### src/rtl/seq_detector_pkg.sv
// Shared types and default constants for the programmable serial sequence detector.
package seq_detector_pkg;

    typedef enum logic {
        NON_OVERLAP = 1'b0,
        OVERLAP     = 1'b1
    } ovl_mode_e;

    localparam int          SEQ_DEF_PAT_W   = 8;
    localparam logic [31:0] SEQ_DEF_RST_PAT = 32'b1011;
    localparam int          SEQ_DEF_RST_LEN = 4;

    function automatic int clamp_len(input int len, input int max_len);
        return (len > max_len) ? max_len : len;
    endfunction

endpackage

### src/rtl/seq_sat_counter.sv
// Saturating up-counter with synchronous clear; clear wins over increment.
module seq_sat_counter #(
    parameter int CNT_W = 8
) (
    input  logic             clk,
    input  logic             rst_n,
    input  logic             inc,
    input  logic             clr,
    output logic [CNT_W-1:0] q
);

    always_ff @(posedge clk or negedge rst_n) begin
        if (!rst_n) begin
            q <= '0;
        end else if (clr) begin
            q <= '0;
        end else if (inc && (q != {CNT_W{1'b1}})) begin
            q <= q + 1'b1;
        end
    end

endmodule

### src/rtl/seq_detector.sv
// Runtime-programmable serial sequence detector with registered match flag.
// Macro SEQ_DETECTOR_COUNT_EN builds the saturating match counter; otherwise match_cnt is 0.
module seq_detector
    import seq_detector_pkg::*;
#(
    parameter int               PAT_W   = SEQ_DEF_PAT_W,
    parameter int               LEN_W   = $clog2(PAT_W + 1),
    parameter int               CNT_W   = 8,
    parameter logic [PAT_W-1:0] RST_PAT = PAT_W'(SEQ_DEF_RST_PAT),
    parameter int               RST_LEN = SEQ_DEF_RST_LEN
) (
    input  logic             clk,
    input  logic             rst_n,
    input  logic             x,
    input  logic             x_valid,
    input  logic             cfg_load,
    input  logic [PAT_W-1:0] cfg_pat,
    input  logic [LEN_W-1:0] cfg_len,
    input  logic             cfg_ovl,
    input  logic             cnt_clr,
    output logic             z,
    output logic [CNT_W-1:0] match_cnt
);

    localparam logic [LEN_W-1:0] MAX_LEN   = LEN_W'(PAT_W);
    localparam logic [LEN_W-1:0] RST_LEN_C = LEN_W'(clamp_len(RST_LEN, PAT_W));

    logic [PAT_W-1:0] hist, hist_n, hist_d;
    logic [PAT_W-1:0] pat, pat_d;
    logic [PAT_W-1:0] mask;
    logic [LEN_W-1:0] len, len_d;
    logic [LEN_W-1:0] fill, fill_n, fill_d;
    ovl_mode_e        ovl, ovl_d;
    logic             z_d;
    logic             sample;
    logic             hit;

    assign sample = x_valid & ~cfg_load;

    always_comb begin
        hist_n = {hist[PAT_W-2:0], x};
        fill_n = (fill < len) ? LEN_W'(fill + 1'b1) : len;
        mask   = '0;
        for (int i = 0; i < PAT_W; i++) begin
            mask[i] = (i < int'(len));
        end
        hit = sample && (len != '0) && (fill_n == len)
              && (((hist_n ^ pat) & mask) == '0);
    end

    // cfg_load discards any same-cycle sample and restarts collection
    always_comb begin
        hist_d = hist;
        fill_d = fill;
        pat_d  = pat;
        len_d  = len;
        ovl_d  = ovl;
        z_d    = 1'b0;
        if (cfg_load) begin
            pat_d  = cfg_pat;
            len_d  = (cfg_len > MAX_LEN) ? MAX_LEN : cfg_len;
            ovl_d  = ovl_mode_e'(cfg_ovl);
            fill_d = '0;
        end else if (x_valid) begin
            hist_d = hist_n;
            z_d    = hit;
            if (hit) begin
                fill_d = (ovl == OVERLAP) ? len : '0;
            end else begin
                fill_d = fill_n;
            end
        end
    end

    always_ff @(posedge clk or negedge rst_n) begin
        if (!rst_n) begin
            hist <= '0;
            fill <= '0;
            pat  <= RST_PAT;
            len  <= RST_LEN_C;
            ovl  <= OVERLAP;
            z    <= 1'b0;
        end else begin
            hist <= hist_d;
            fill <= fill_d;
            pat  <= pat_d;
            len  <= len_d;
            ovl  <= ovl_d;
            z    <= z_d;
        end
    end

    // The oldest history bit only ever shifts out.
    logic unused_hist_msb;
    assign unused_hist_msb = hist[PAT_W-1];

`ifdef SEQ_DETECTOR_COUNT_EN
    seq_sat_counter #(
        .CNT_W (CNT_W)
    ) u_cnt (
        .clk   (clk),
        .rst_n (rst_n),
        .inc   (hit),
        .clr   (cnt_clr),
        .q     (match_cnt)
    );
`else
    logic unused_cnt_clr;
    assign unused_cnt_clr = cnt_clr;
    assign match_cnt      = '0;
`endif

endmodule

### config.mk
export PLATFORM = sky130hd
export DESIGN_NAME = seq_detector
export DESIGN_NICKNAME = d
export VERILOG_FILES = /design/src/rtl/seq_detector_pkg.sv /design/src/rtl/seq_sat_counter.sv /design/src/rtl/seq_detector.sv
export SDC_FILE = /design/constraint.sdc
export NUM_CORES = 1
export LEC_CHECK = 0
export ABC_AREA = 1
export CAP_MARGIN = 20
export CORE_MARGIN = 1
export CORE_UTILIZATION = 56
export CTS_CLUSTER_DIAMETER = 60
export DETAILED_ROUTE_END_ITERATION = 16
export DONT_BUFFER_PORTS = 1
export GPL_ROUTABILITY_DRIVEN = 0
export PLACE_DENSITY = 0.71
export SETUP_SLACK_MARGIN = 0.2
export SLEW_MARGIN = 30
export SYNTH_ARGS = -nofsm -noshare
export SYNTH_HDL_FRONTEND = slang
export SYNTH_SLANG_ARGS = --single-unit
### constraint.sdc
create_clock -name clk -period 1.8 [get_ports clk]
set_input_delay 0.36 -clock clk [delete_from_list [all_inputs] [get_ports clk]]
set_output_delay 0.36 -clock clk [all_outputs]
set_load 0.02 [all_outputs]
Run 1, supply network:
Scale bar: 20 um. Pins as bars on the die edge.
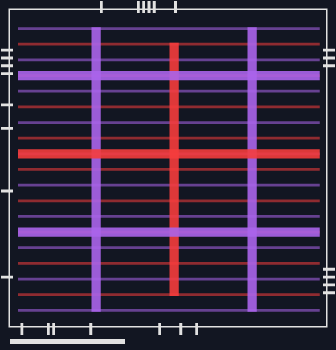
[purple] VSS
[red] VDD
met5 straps: 3
met1 rails: 19
signal pins: 28

Run 1, cell classes on the final placement:
Fill, decap, tap and diode cells in gray.
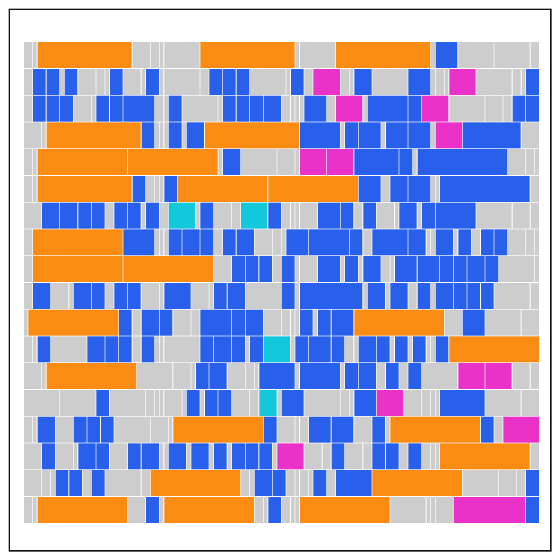
[blue] remaining logic cells | cells: 185
[orange] registers | cells: 25
[magenta] remaining buffers and delay cells | cells: 13
[cyan] clock drivers and dummy loads | cells: 4

==> Slide: Implementation Results, run 1 <==
Implementation Results

GRT
  – Number of global-route vias before repair: between 1000 and 1500
  – Grt met2 use: 0.466
  – Met1 Resource Use GR: 0.276
  – Initial antenna violation count: 0
  – Gr ovfl total: 0
  – Largest net degree at the start of global routing: 26
  – Total track usage: 0.248
  – Gr busiest metal: met2
  – First-pass GRT wire length: 5.26 mm
  – Met3 usage: 0.0437

Detailed routing
  – Wire length on met1: 1.40 mm
  – DRC viols: 0
  – Routed WL: 3.20 mm
  – Starting DRT DRC Count: 20
  – Vias: 1342
  – Met2 Wirelength: approximately 1.7 mm
  – Met3 WL: 82 um
  – Vias per cell: 5.22
  – DR pass1 iterations: 4
  – Detail Route Antenna Nets: 0
  – Top sig layer: met4
  – WL/cell: approximately 12 um

Finish
  – Nets: 251
  – # fillers: 233
  – P&R area growth vs syn: 12.1%
  – Util after Layout: 0.685
  – Layout cells sized above 1: 0.216
  – ANT cells: 0

Synthesis
  – Yosys aoi share: 0.0710
  – Yosys xor share: 0.0168
  – Simple share: 0.365
  – Synthesized area per cell: 7.33 um2
  – Synth Seq Share: 0.403
  – Yosys stat area: 1570 um2
  – Synth cell types: 23
  – Adder Area Share: 0.0319
  – Synth flops: 25
  – YS warnings: 0
  – Synthesized instance count: about 210
  – Synthesized cell area: roughly 1600 um2
  – # Cells Yosys: 214
  – Area fraction in mux cells: 0
  – Dominant comb cell: simple AND/OR/NAND/NOR gates

CTS
  – Longest Clk Path Bufs: 2
  – Root buf cell: clkbuf_4
  – Total CTS buffers: 3
  – Clock latency on the worst-skew pair: 320 ps
  – Post-CTS Setup Inserts: 4
  – CTS tree: yes
  – Post-CTS Hold Fix Bufs: 2
  – H-tree levels: 1
  – Worst-path clk slew: 140 ps
  – CTS resizes: 1
  – Clock sinks: 25

STA
  – Count of endpoints failing setup in the final report: 0
  – Hold slack: just under 100 ps
  – RSZ-0062 raised after global routing: true
  – Setup tns final: 0 ps
  – Clock skew: 8.59 ps
  – Fmax achieved: around 0.57 GHz
  – Fin. max-slew vios: 0
  – Final hold viol count: 0
  – Min cycle time layout: 1760 ps
  – Cycle use final: 0.980

Power and ir drop
  – Net switching power: 0.000662 W
  – Reg power frac: 0.433
  – Leakage power: between 0.8 and 0.9 nW
  – Sw frac: 0.399
  – Power per standard cell area: 943 nW/um2
  – Worst IR Drop VDD: ~0.66 mV
  – Gate power share: 0.412
  – Pint: around 0.001 W
  – Clk pwr share: 0.155

Placed design
  – I/O Buffers: 0
  – DP Wirelength: 2.46 mm

Die
  – Row count: 18
  – Die Span Y: between 50 and 60 um
  – Die area: around 3000 um2
  – Total core area: 2570 um2
  – FP Util: 0.611
  – Chip Width: between 50 and 60 um
  – Ports: 28

Status
  – Status: completed

Worst setup path
  – Setup crit start: len[2]
  – Critical Path End Type: register
  – CP startpoint kind: register
  – WP data required: approximately 2100 ps
  – Crit path DAT: 2040 ps
  – Reg2reg start: len[2]
  – Critical Setup Path Class: reg2reg
  – Crit Path Max Fanout: 6

Hold path
  – HP Start: cfg_load
  – Tightest Hold Check Type: in2reg

Flow run
  – # Max-Cap Violations: 0
  – Tool warnings: 31
Run 1, clock wires, drivers and flops:
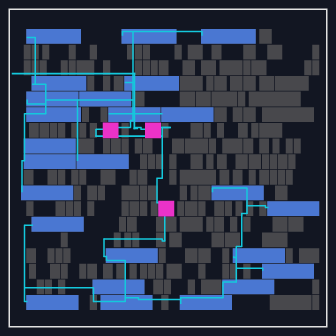
[cyan] clock wires | length: 300 um
[blue] flip-flops | count: 25
[magenta] clock-net drivers | count: 3
flops lie: all over the die

Run 1, routed metal, one color a layer:
Scale bar: 20 um. Two of the layers only.
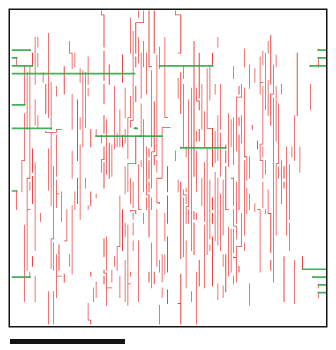
[red] M2 | wire length: 1710 um
[green] M3 | wire length: 82.6 um

[run 1: layout by cell type, fill, tap and decap left out]
cell type / Yosys / final
clkbuf_4: 0 / 3
nand2_4: 2 / 3
dlygate4sd3_1: 0 / 1
inv_4: 0 / 2
or2_0: 1 / 1
nand3_2: 0 / 3
nand3b_1: 1 / 1
buf_12: 0 / 1
buf_4: 9 / 11
nor2_4: 2 / 2
nand3_1: 17 / 14
ha_4: 0 / 2
dfstp_2: 5 / 5
inv_1: 23 / 21
dfrtp_1: 20 / 19
a21oi_1: 1 / 1
xnor2_1: 3 / 3
conb_1: 1 / 8
nor2_1: 10 / 9
clkinv_2: 0 / 1
nand4_1: 7 / 7
o21ai_0: 18 / 18
nand3_4: 1 / 1
inv_2: 3 / 3
a21oi_4: 1 / 1
ha_1: 4 / 2
nand2_2: 6 / 8
nor2_2: 1 / 2
nand2_1: 76 / 73
dfrtp_2: 0 / 1
[run 1: critical path, stage by stage, from the launching register on]
cell and delay [ps]:
dfstp_2 580, inv_4 40, ha_4 250, nand2_2 40, inv_2 50, nand2_4 70, nand4_1 110, nand2_2 80
nor2_4 160, nand3_4 120, nand2_1 80, nand3_1 70, nand2_1 70
[run 1: power by group through the flow]
stage | Clock, W | Combinational, W | Sequential [W]
CTS | 0.000262 | 0.000674 | 0.000717
global placement | 0 | 0.000610 | 0.000727
finish | 0.000257 | 0.000683 | 0.000717
detailed placement | 0 | 0.000635 | 0.000729
global route | 0.000280 | 0.000772 | 0.000728
floorplan | 0 | 0.000526 | 0.000719
[run 1: path summary, 6_finish.rpt]
kind	endpoint	cells past startpoint	slack [ps]
min in group asynchronous	z	2	440
setup / recovery	fill[3]	12	40
setup reg to reg	fill[3]	12	40
hold reg to reg	pat[0]	2	480
max in group asynchronous	len[2]	2	1120
hold / removal	pat[1]	1	100
[run 1: area by class of cell]
cell class / instances / area [um2] / area share
Clock buffer: 3 / 22.5 / 0.0128
Inverter: 26 / 103 / 0.0584
Tap cell: 30 / 37.5 / 0.0214
Clock inverter: 1 / 5.00 / 0.00285
Multi-Input combinational cell: 159 / 845 / 0.480
Timing Repair Buffer: 13 / 113 / 0.0641
Sequential cell: 25 / 633 / 0.360
[run 1: sequential cells by signal, summed over array words and instances, names as in the netlist]
signal,count
fill,4
ovl,1
hist,7
len,4
pat,8
z,1
[run 1: per-stage QoR]
step	setup WS [ps]	total power (W)	area [um2]	std cells
2_1_floorplan	149	0.00124	1650	221
3_3_place_gp	123	0.00134	1660	247
3_5_place_dp	50.8	0.00136	1660	247
4_1_cts	44.5	0.00165	1750	257
5_1_grt	-72.6	0.00178	1760	257
6_report	36.7	0.00166	1760	257
[run 1: cells in the mapped netlist, drive strengths merged]
cell type,number,area share
nand2,84,0.22
inv,26,0.062
dfrtp,20,0.32
nand3,18,0.065
o21ai,18,0.057
nor2,13,0.042
buf,9,0.043
nand4,7,0.028
dfstp,5,0.084
ha,4,0.032
xnor2,3,0.017
a21oi,2,0.014
clkbuf,2,0.0048
conb,1,0.0024
nand3b,1,0.0048
or2,1,0.0040
Run 1, clock routing:
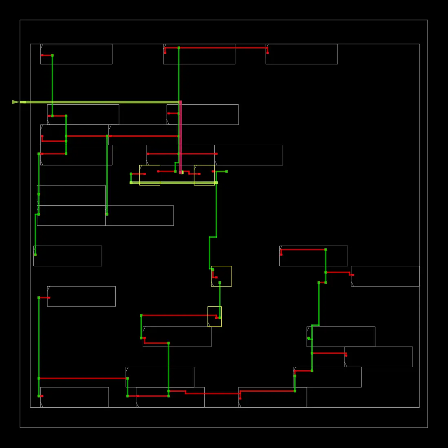

==> run 1 -> run 2 <==
--- a/config.mk
+++ b/config.mk
@@ -7,13 +7,15 @@
 export LEC_CHECK = 0
 export ABC_AREA = 1
 export CAP_MARGIN = 20
+export CELL_PAD_IN_SITES_DETAIL_PLACEMENT = 0
+export CELL_PAD_IN_SITES_GLOBAL_PLACEMENT = 2
 export CORE_MARGIN = 1
-export CORE_UTILIZATION = 56
+export CORE_UTILIZATION = 31
 export CTS_CLUSTER_DIAMETER = 60
 export DETAILED_ROUTE_END_ITERATION = 16
 export DONT_BUFFER_PORTS = 1
 export GPL_ROUTABILITY_DRIVEN = 0
-export PLACE_DENSITY = 0.71
+export PLACE_DENSITY = 0.7
 export SETUP_SLACK_MARGIN = 0.2
 export SLEW_MARGIN = 30
 export SYNTH_ARGS = -nofsm -noshare
Run 2, clock routing:
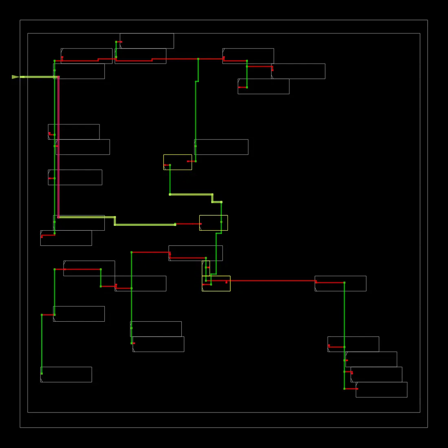
final-layout clock buffer total: 4
clock skew: 3.75 ps
P_clk: 0.000331 W
total CTS buffers: 3
flip-flops: 25

==> run 2 against run 1 <==
  * Via count down 1.8%
  * Sequential share of layout area down 1.8 points
  * Fmax up 1.0%
  * Largest cell class unchanged
  * Clock skew down 4.8 ps
  * Setup slack better by 18 ps
==> Slide: Implementation Results, run 2 <==
Implementation Results

Status
  – Status: completed (unchanged)

Synthesis
  – Post-synth ARST share: 1.00 (unchanged)
  – Synth cell types: 23 (unchanged)
  – Top area cell types: dfrtp_1 (32%), nand2_1 (18%), dfstp_2 (8.4%) (unchanged)
  – Synthesized cell area: 1570 um2 (unchanged)
  – Synthesized instance count: 214 (unchanged)
  – Yosys top cell by area: dfrtp_1 (unchanged)
  – Main flop type after synthesis: dfrtp_1 (unchanged)
  – YS warnings: 0 (unchanged)
  – Count of library flops with an enable pin: 0 (unchanged)
  – Synth top cell by count: nand2_1 (unchanged)
  – # Cells Yosys: 214 (unchanged)

GRT
  – Number of global-route vias before repair: 1310 (was 1280)
  – First-pass GRT wire length: 6.18 mm (was 5.26 mm)
  – Initial antenna violation count: 0 (unchanged)
  – Largest net degree at the start of global routing: 26 (unchanged)
  – Total track usage: 0.154 (was 0.248)

Worst setup path
  – Slowest stage delay, CP: 560 ps (was 580 ps)
  – WP data required: 2010 ps (was 2080 ps)
  – R2r setup slk: 50 ps (was 40 ps)
  – R2r endpoint: fill[2] (was fill[3])
  – Reg2reg start: len[2] (unchanged)
  – R2R cell count: 12 (unchanged)
  – CP Cell Sequence: inv_4, ha_4, nand2_2, inv_2, nand2_4, nand4_1, nand2_2, nor2_4, nand3_4, nand2_1, nand3_1, nand2_1 (unchanged)
  – Critical Setup Path Class: reg2reg (unchanged)
  – CP startpoint kind: register (unchanged)
  – Critical Path End Type: register (unchanged)
  – Crit Path Max Fanout: 6 (unchanged)

STA
  – RSZ-0062 raised after global routing: true (unchanged)
  – Fin. max-slew vios: 0 (unchanged)
  – Count of endpoints failing setup in the final report: 0 (unchanged)
  – Min cycle time layout: 1750 ps (was 1760 ps)
  – Hold slack: 167 ps (was 97.6 ps)
  – Final hold viol count: 0 (unchanged)
  – Fmax achieved: 0.573 GHz (was 0.567 GHz)
  – Cycle use final: 0.970 (was 0.980)

Die
  – Total core area: 4790 um2 (was 2570 um2)
  – Die Span Y: 73.1 um (was 54.9 um)
  – Ports: 28 (unchanged)
  – Die area: 5350 um2 (was 3020 um2)
  – FP Util: 0.328 (was 0.611)
  – Chip Width: 73.1 um (was 54.9 um)

Detailed routing
  – WL/cell: 12.1 um (was 12.5 um)
  – Wire length on met1: 1.60 mm (was 1.40 mm)
  – Met3 WL: 116 um (was 82 um)
  – DRC viols: 0 (unchanged)
  – Detail Route Antenna Nets: 0 (unchanged)
  – Vias: 1318 (was 1342)
  – Top sig layer: met4 (unchanged)
  – Vias per cell: 4.44 (was 5.22)
  – Met2 Wirelength: 1.84 mm (was 1.71 mm)
  – DR pass1 iterations: 4 (unchanged)

CTS
  – Root buf cell: clkbuf_8 (was clkbuf_4)
  – Clock sinks: 25 (unchanged)
  – Longest Clk Path Bufs: 2 (unchanged)
  – Worst-path clk slew: 90 ps (was 140 ps)

Hold path
  – HP Start: cfg_load (unchanged)
  – Hold path depth: 1 (unchanged)
  – Tightest Hold Check Type: in2reg (unchanged)
  – Worst hold path endpoint: len[2] (was pat[1])

Finish
  – ANT cells: 0 (unchanged)
  – Largest reg by FF count: pat (unchanged)
  – Layout cells sized above 1: 0.226 (was 0.216)
  – Util after Layout: 0.387 (was 0.685)
  – Top cells excl fill/tap: nand2_1 (74), inv_1 (20), dfrtp_1 (19), o21ai_0 (17) (was nand2_1 (73), inv_1 (21), dfrtp_1 (19), o21ai_0 (18), nand3_1 (14))
  – Dominant logic cell type in the layout: nand2_1 (unchanged)
  – Max FFs per register: 8 (unchanged)
  – P&R area growth vs syn: 18.0% (was 12.1%)
  – Largest regs: pat: 8 flops, hist: 7 flops (unchanged)

Power and ir drop
  – Leakage power: 0.912 nW (was 0.887 nW)
  – Total power: 0.00177 W (was 0.00166 W)
  – Worst IR Drop VDD: 0.298 mV (was 0.661 mV)

Flow run
  – Tool warnings: 30 (was 31)
  – # Max-Cap Violations: 0 (unchanged)

Placed design
  – Placed cell areas: 1730 um2 (was 1660 um2)
run 2: cell counts after synthesis:
No cell type changed its count.
run 2: cells by family (layout without fill, tap and decap cells):
logic type / count (synthesis) / in the layout / share of synthesized area
buf+inv: 37 / 46 / 0.110
fa+ha+maj: 4 / 4 / 0.0319
flops: 25 / 25 / 0.403
simple gates: 124 / 124 / 0.365
xor+xnor: 3 / 3 / 0.0168
other cells: 1 / 8 / 0.00239
compound gates: 20 / 20 / 0.0710
run 2: what timing repair did:
action | 4_1_cts | 5_1_grt
setup buffers | 4 | 0
hold endpoints to repair | 25 | 0
endpoints found under the setup margin | 5 | 5
gates resized | 6 | 0
hold buffers | 2 | 0
pin swaps | 5 | 1
run 2: cell type report:
type / instances / area, um2
multi-input cells: 159 / 847
well taps: 67 / 83.8
fillers: 536 / 2940
inverters: 26 / 103
clock buffers: 4 / 45.0
repair buffers: 16 / 139
flip-flops and latches: 25 / 633
run 2: worst max-delay path by stage:
stage,startpoint,endpoint,cells past startpoint
floorplan,len[3],fill[0],10
global placement,len[2],fill[2],10
detailed placement,len[2],fill[2],11
CTS,len[2],fill[2],10
global route,len[2],fill[2],11
finish,len[2],fill[2],12
run 2: worst max-delay path: cells and delay by family, from the launching register on:
kind,cells,cell delay [ps]
adders and majority gates,1,250
DFF,1,560
and+or+nand+nor,9,770
buffers and inverters,2,100
run 2: where the power goes:
group / internal (W) / switching [W]
logic: 0.000298 / 0.000430
clock network: 0.000158 / 0.000173
registers: 0.000644 / 0.0000673
total: 0.00110 / 0.000671
run 2: through the flow:
step | std cells | setup slack [ps] | setup TNS [ps]
2_1_floorplan | 221 | 149 | 0
3_3_place_gp | 287 | 80.6 | 0
3_5_place_dp | 287 | 47.7 | 0
4_1_cts | 297 | 42.9 | 0
5_1_grt | 297 | -75.8 | -256
6_report | 297 | 54.4 | 0
run 2: per-layer routing:
layer / track usage / vias up
met5: 0 / -
met1: 0.188 / 603
met4: 0.0458 / 0
met2: 0.276 / 26
li1: - / 687
met3: 0.0276 / 2
Run 2, supply network:
Scale bar: 20 um. Pins as bars on the die edge.
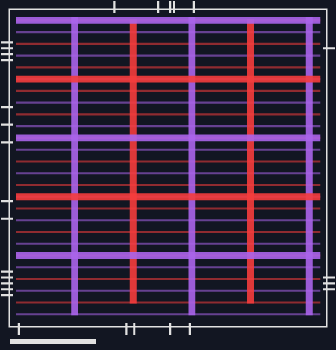

==> run 2 -> run 3 <==
--- a/config.mk
+++ b/config.mk
@@ -5,17 +5,16 @@
 export SDC_FILE = /design/constraint.sdc
 export NUM_CORES = 1
 export LEC_CHECK = 0
-export ABC_AREA = 1
 export CAP_MARGIN = 20
 export CELL_PAD_IN_SITES_DETAIL_PLACEMENT = 0
 export CELL_PAD_IN_SITES_GLOBAL_PLACEMENT = 2
 export CORE_MARGIN = 1
-export CORE_UTILIZATION = 31
+export CORE_UTILIZATION = 35
 export CTS_CLUSTER_DIAMETER = 60
 export DETAILED_ROUTE_END_ITERATION = 16
 export DONT_BUFFER_PORTS = 1
 export GPL_ROUTABILITY_DRIVEN = 0
-export PLACE_DENSITY = 0.7
+export PLACE_DENSITY = 0.71
 export SETUP_SLACK_MARGIN = 0.2
 export SLEW_MARGIN = 30
 export SYNTH_ARGS = -nofsm -noshare
Run 3, supply network:
Scale bar: 20 um. Pins as bars on the die edge.
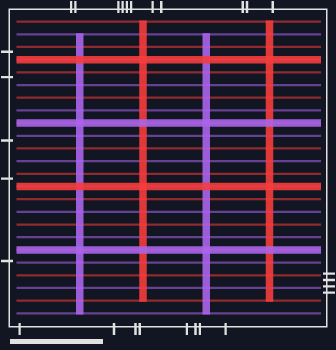
[red] VDD
[purple] VSS
met5 straps: 4
rows: 23

==> run 3 against run 2 <==
  * The run now ends with setup timing left
  * Synthesized cell count shrank 29%
  * Sequential cell count is the same
  * Die size shrank 14%
  * Synthesized area shrank 3.4%
  * Largest cell class unchanged
  * Largest power group is now sequential cells
==> Slide: Implementation Results, run 3 <==
Implementation Results

Synthesis
  – Yosys top cell area share: 0.331 (was 0.319)
  – Synthesized instance count: 151 (was 214)
  – # Cells Yosys: 151 (was 214)
  – Main flop type after synthesis: dfrtp_1 (unchanged)
  – YS warnings: 0 (unchanged)
  – Synth flops: 25 (unchanged)
  – Synth cell types: 41 (was 23)
  – Synthesized cell area: 1510 um2 (was 1570 um2)
  – Most frequent cells after synthesis: nand2_1 (28), dfrtp_1 (20), mux2_2 (11), a21oi_1 (8), buf_4 (8) (was nand2_1 (76), inv_1 (23), dfrtp_1 (20), o21ai_0 (18), nand3_1 (17))
  – Yosys top cell by area: dfrtp_1 (unchanged)
  – Synth Seq Share: 0.417 (was 0.403)
  – Top area cell types: dfrtp_1 (33%), dfstp_2 (8.7%), mux2_2 (8.2%) (was dfrtp_1 (32%), nand2_1 (18%), dfstp_2 (8.4%))
  – Yosys stat area: 1510 um2 (was 1570 um2)
  – Post-synth ARST share: 1.00 (unchanged)
  – Synthesized area per cell: 10.0 um2 (was 7.33 um2)
  – Synth top cell by count: nand2_1 (unchanged)
  – Count of library flops with an enable pin: 0 (unchanged)

Detailed routing
  – Vias: 1145 (was 1318)
  – WL/cell: 13.9 um (was 12.1 um)
  – Vias per cell: 4.98 (was 4.44)
  – DR pass1 iterations: 4 (unchanged)
  – Routed WL: 3.20 mm (was 3.58 mm)
  – Detail Route Antenna Nets: 0 (unchanged)
  – Starting DRT DRC Count: 40 (was 36)

STA
  – Fmax achieved: 0.479 GHz (was 0.573 GHz)
  – Count of endpoints failing setup in the final report: 5 (was 0)
  – Clock skew: 8.78 ps (was 3.75 ps)
  – Fin. max-slew vios: 0 (unchanged)
  – Cycle use final: 1.16 (was 0.970)
  – RSZ-0062 raised after global routing: true (unchanged)
  – Final hold viol count: 0 (unchanged)
  – Min cycle time layout: 2090 ps (was 1750 ps)
  – Final WS setup: -289 ps (was 54.4 ps)

Power and ir drop
  – Power per standard cell area: 868 nW/um2 (was 957 nW/um2)
  – Sw frac: 0.317 (was 0.379)
  – Worst IR Drop VDD: 0.407 mV (was 0.298 mV)
  – Reg power frac: 0.427 (was 0.402)
  – Total power: 0.00164 W (was 0.00177 W)
  – Gate power share: 0.365 (was 0.411)
  – Leakage power: 0.860 nW (was 0.912 nW)
  – Net switching power: 0.000519 W (was 0.000671 W)
  – Clk pwr share: 0.208 (was 0.187)

CTS
  – H-tree levels: 1 (unchanged)
  – Longest Clk Path Bufs: 2 (unchanged)
  – Total CTS buffers: 3 (unchanged)
  – CTS tree: yes (unchanged)
  – Clock sinks: 25 (unchanged)
  – Clock latency on the worst-skew pair: 270 ps (about the same)
  – Root buf cell: clkbuf_8 (unchanged)
  – Worst-path clk slew: 100 ps (was 90 ps)

GRT
  – Initial antenna violation count: 0 (unchanged)
  – First-pass GRT wire length: 5.35 mm (was 6.18 mm)
  – Number of global-route vias before repair: 1166 (was 1310)
  – Largest net degree at the start of global routing: 26 (unchanged)
  – Gr ovfl total: 0 (unchanged)
  – Total track usage: 0.159 (was 0.154)

Finish
  – ANT cells: 0 (unchanged)
  – Layout cells sized above 1: 0.389 (was 0.226)
  – Largest reg by FF count: pat (unchanged)
  – Largest regs: pat: 8 flops, hist: 7 flops (unchanged)
  – Top cells excl fill/tap: buf_4 (29), nand2_1 (28), dfrtp_1 (19), mux2_2 (10), conb_1 (8) (was nand2_1 (74), inv_1 (20), dfrtp_1 (19), o21ai_0 (17))
  – Util after Layout: 0.462 (was 0.387)
  – Post-Layout Cell Count: 230 (was 297)
  – Dominant logic cell type in the layout: buf_4 (was nand2_1)
  – Nets: 204 (was 254)
  – Max FFs per register: 8 (unchanged)

Die
  – Chip Width: 67.8 um (was 73.1 um)
  – Total core area: 4090 um2 (was 4790 um2)
  – Die Span Y: 67.8 um (was 73.1 um)
  – FP Util: 0.370 (was 0.328)
  – Ports: 28 (unchanged)
  – Die area: 4590 um2 (was 5350 um2)
  – Row count: 23 (was 25)

Worst setup path
  – Critical Setup Path Class: reg2reg (unchanged)
  – R2r setup slk: -290 ps (was 50 ps)
  – Crit path DAT: 2260 ps (was 1960 ps)
  – Crit Path Max Fanout: 5 (was 6)
  – CP startpoint kind: register (unchanged)
  – Critical Path End Type: register (unchanged)
  – WP data required: 1970 ps (was 2010 ps)

Status
  – Status: complete, but fails checks (was completed)
  – Failing checks: setup timing

Flow run
  – Tool warnings: 30 (unchanged)
  – # Max-Cap Violations: 0 (unchanged)

Placed design
  – Dpl cells: 217 (was 287)
  – Post-Place Setup Slack: -319 ps (was 47.7 ps)
  – DP Wirelength: 2.32 mm (was 2.82 mm)
  – I/O Buffers: 0 (unchanged)

Hold path
  – Tightest Hold Check Type: in2reg (unchanged)
run 3: netlist changes by cell type after synthesis, moves of 4 or more:
| cell | before | now |
|---|---|---|
| nand2_1 | 76 | 28 |
| inv_1 | 23 | 4 |
| nand3_1 | 17 | 2 |
| o21ai_0 | 18 | 3 |
| mux2_2 | 0 | 11 |
| a21oi_1 | 1 | 8 |
| nand4_1 | 7 | 0 |
| nor2_1 | 10 | 3 |
| xor2_1 | 0 | 7 |
| nand2_2 | 6 | 0 |
| o22ai_1 | 0 | 4 |
run 3: worst max-delay path, cell delays in order (launching register included):
cell and delay [ps]:
dfstp_2 540, xor2_1 50, or3_1 380, o32ai_2 230, o211ai_2 190, mux2_4 340
a211o_1 250
run 3: layout make-up:
class	instances	area, um2
timing repair buffer	33	270
multi-input combinational	114	862
inverter	4	15.0
tap	50	62.6
sequential	25	633
clock inverter	1	5.00
clock buffer	3	41.3
fill	426	2200
run 3: cell families after synthesis:
logic type,count (synthesis),synth area share
AOI/OAI and AO/OA,30,0.149
xor gates and xnor gates,13,0.0868
adders and majority gates,4,0.0331
buffers and inverters,19,0.0727
DFF,25,0.417
muxes,12,0.0917
other,1,0.00248
and+or+nand+nor,47,0.147
run 3: path summary, 6_finish.rpt:
check / from / endpoint / cells past startpoint
min in group asynchronous: rst_n / hist[0] / 2
worst max register to register: pat[3] / fill[1] / 6
worst min register to register: hist[6] / hist[6] / 2
worst max-delay path: pat[3] / fill[1] / 6
worst min-delay path: cfg_len[3] / len[2] / 1
max in group asynchronous: rst_n / len[2] / 2
run 3: layer usage:
| layer | share of wire | global-route usage |
|---|---|---|
| met5 | 0 | 0 |
| met2 | 0.54 | 0.288 |
| met4 | 0.013 | 0.0547 |
| met1 | 0.43 | 0.191 |
| met3 | 0.016 | 0.0203 |
run 3: timing repair:
item / CTS / global route
endpoints found under the setup margin: 5 / 5
pin swaps: 8 / 2
buffers inserted: 4 / 3
hold buffers: 2 / 0
resized: 14 / 3
endpoints found under the hold margin: 25 / 0
run 3: metrics by stage:
| step | cell area, um2 | hold slack, ps | setup TNS [ps] |
|---|---|---|---|
| global route | 1890 | 135 | -1450 |
| CTS | 1850 | 147 | -886 |
| global placement | 1690 | 65.0 | -1130 |
| floorplan | 1550 | 64.4 | -636 |
| finish | 1890 | 151 | -965 |
| detailed placement | 1690 | 64.9 | -1210 |
run 3: power groups by stage:
stage                     logic [W]  registers, W  clock network, W
after floorplan            0.000353      0.000707                 0
final                      0.000599      0.000700          0.000341
after global routing       0.000668      0.000711          0.000368
after detailed placement   0.000508      0.000709                 0
after CTS                  0.000588      0.000701          0.000351
after global placement     0.000503      0.000705                 0
Power figures rest on the tool's default switching activity, not on a simulated workload.
